==> config.mk <==
export PLATFORM = sky130hd
export DESIGN_NAME = pll_lock_sequencer
export DESIGN_NICKNAME = d
export VERILOG_FILES = /design/src/rtl/pll_seq_pkg.sv /design/src/rtl/sync_2ff.sv /design/src/rtl/pll_lock_sequencer.sv
export SDC_FILE = /design/constraint.sdc
export NUM_CORES = 1
export LEC_CHECK = 0
export ABC_AREA = 0
export CORE_ASPECT_RATIO = 0.5
export CORE_MARGIN = 2
export CORE_UTILIZATION = 57
export CTS_CLUSTER_DIAMETER = 40
export CTS_CLUSTER_SIZE = 40
export DETAILED_ROUTE_END_ITERATION = 8
export PLACE_DENSITY_LB_ADDON = 0.15
export SLEW_MARGIN = 20
export SYNTH_ARGS = -nofsm -noshare
export SYNTH_HDL_FRONTEND = slang
export SYNTH_SLANG_ARGS = --single-unit
==> constraint.sdc <==
create_clock -name clk_74a -period 2.9 [get_ports clk_74a]
set_clock_uncertainty 0.2 [all_clocks]
set_input_delay 0.58 -clock clk_74a [delete_from_list [all_inputs] [get_ports clk_74a]]
set_output_delay 0.58 -clock clk_74a [all_outputs]
set_load 0.005 [all_outputs]
Fig. 1: run 1, sequential cells grouped by signal name
Scale: 8 px per µm. Other sequential cells in the stronger grey, the rest of the logic in the fainter grey.
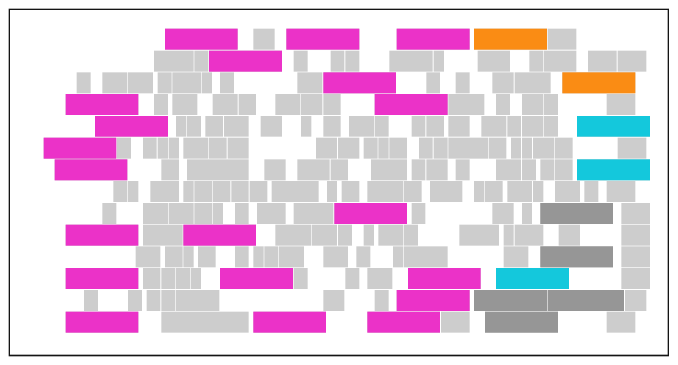
| colour | signal | sequential cells |
|---|---|---|
| cyan | state_dbg | 3 |
| orange | retry_count | 2 |
| magenta | r_cnt | 20 |
not coloured: 5
P_seq: 0.000440 W
Reg area: 752 µm²
Seq/total area: 0.371
Finished Core Util: 0.685

Fig. 2: run 1, met1 routing
Scale: 4 px per µm.
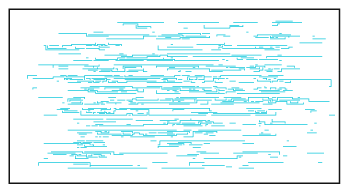
longest straight run: 27.1 µm
nets with wire on the layer: 180
wire length on this layer: 1920 µm
share of all routed wire: 50%
GRT met1 Usage: 0.377
final wirelength: 3820 µm

Fig. 3: run 1, zoomed window
Window x 49 to 74, y 18 to 43 µm. Cells in grey, sequential cells in the stronger grey; small squares are vias.
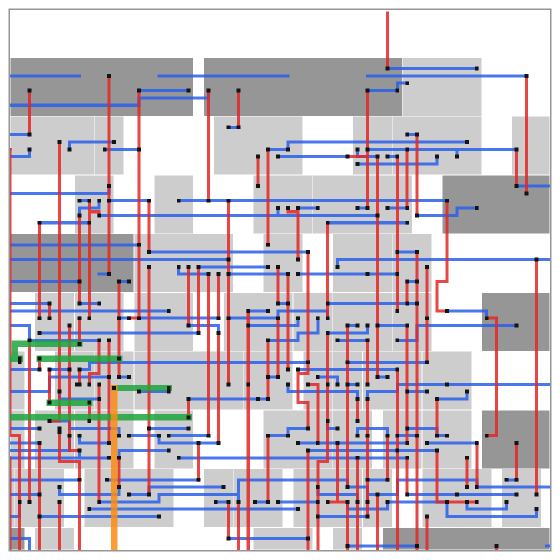
| colour | layer |
|---|---|
| red | metal 2 |
| orange | metal 4 |
| blue | metal 1 |
| green | metal 3 |
most frequent: nor3_1 (6), nand3_1 (6), dfrtp_1 (4)
cells with their middle in the window: 48
sequential cells in the window: 4

==> CHANGELOG.md, run 1 <==
### Physical design

* Synth logic family: simple AND/OR/NAND/NOR gates
* Seq share, synth at 0.431
* Comb. pwr at 0.0000602 W
* Comb gates at 135
* Drt wl/cell at 16.2 µm
* 1st-iter DRT viols at 179
* Sw Ratio at 0.221
* Placed standard-cell area at 1920 µm²
* Root Buffer: clkbuf_8
* Total power draw at 0.000916 W
* Area share, top type at 0.416
* Final instance area at 2030 µm²
* Mapped Avg Cell Area at 9.85 µm²
* Post_cts resized at 0
* Buf/Inv on CP at 1
* CP required at 2860 ps
* Yosys warns at 0
* Detailed Routing Iterations Pass 1 at 4
* Status: complete, no violations
* CP max FO at 20
* DPL Wire Length at 2700 µm
* Total CTS buffers at 5
* Hold Fails Final Rpt at 0
* Non-CTS buffers at 18
* Chip width at 82.2 µm
* Largest net degree at the start of global routing at 31
* Slowest cell on crit path: or4b_2
* IO Count at 13
* Comb area share at 0.460
* Most common cell in the netlist: dfrtp_1
* # Taps at 40
* Mux area share at 0.0244
* Rel. slew slack at 0.588
* Placed cells at 228
* Cell count of the worst reg-to-reg path at 6
==> run 2: changes to the inputs <==
SKIP_CTS_REPAIR_TIMING = 1   (was unset)
Fig. 4: run 2, gate families picked out
Scale: 4 px per µm.
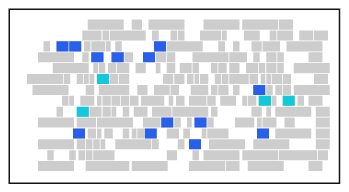
| colour | family | cells | most used |
|---|---|---|---|
| cyan | AND-OR and OR-AND gates | 4 | a31o_2 |
| blue | XOR/XNOR gates | 13 | xnor2_1 |
Layout Cells excl Fill: 236
Comb area share: 0.460
highest-count logic cell in the final layout: dfrtp_1

Fig. 5: run 2, zoomed window
Window x 49 to 74, y 18 to 43 µm. Cells in grey, sequential cells in the stronger grey; small squares are vias.
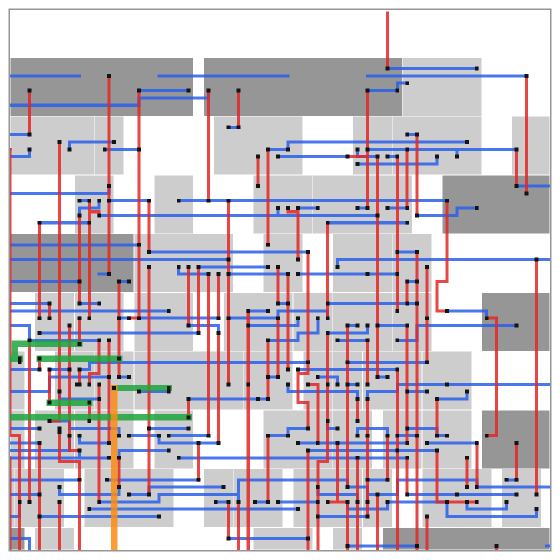

==> run 2 against run 1 <==
Register-to-register slack hardly changed. Cell area unchanged. Via count unchanged.
==> CHANGELOG.md, run 2 <==
### Physical design

* Status: complete, no violations
* Comb gates at 135 (unchanged)
* Chip width at 82.2 µm (unchanged)
* Placed standard-cell area at 1920 µm² (unchanged)
* P_seq at 0.000440 W (about the same)
* Yosys warns at 0 (unchanged)
* CP required at 2860 ps (about the same)
* Finished Core Util at 0.685 (unchanged)
* Reg area at 752 µm² (unchanged)
* CP max FO at 20 (unchanged)
* Buf/Inv on CP at 1 (unchanged)
* Most common cell in the netlist: dfrtp_1
* Root Buffer: clkbuf_8
* Total power draw at 0.000916 W (unchanged)
* Mux area share at 0.0244 (unchanged)
* Final instance area at 2030 µm² (unchanged)
* Final wirelength at 3820 µm (unchanged)
* Detailed Routing Iterations Pass 1 at 4 (unchanged)
* Rel. slew slack at 0.588 (unchanged)
* IO Count at 13 (unchanged)
* DPL Wire Length at 2700 µm (unchanged)
* # Taps at 40 (unchanged)
* Hold Fails Final Rpt at 0 (unchanged)
* Seq/total area at 0.371 (unchanged)
* Sw Ratio at 0.221 (unchanged)
* Slowest cell on crit path: or4b_2
Fig. 6: run 2, congestion heat map
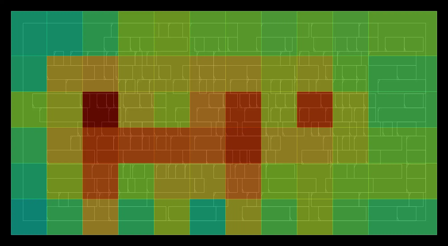
drt wl/cell: 16.2 µm
gr usage total: 0.251

Power and IR drop assume default switching activity.
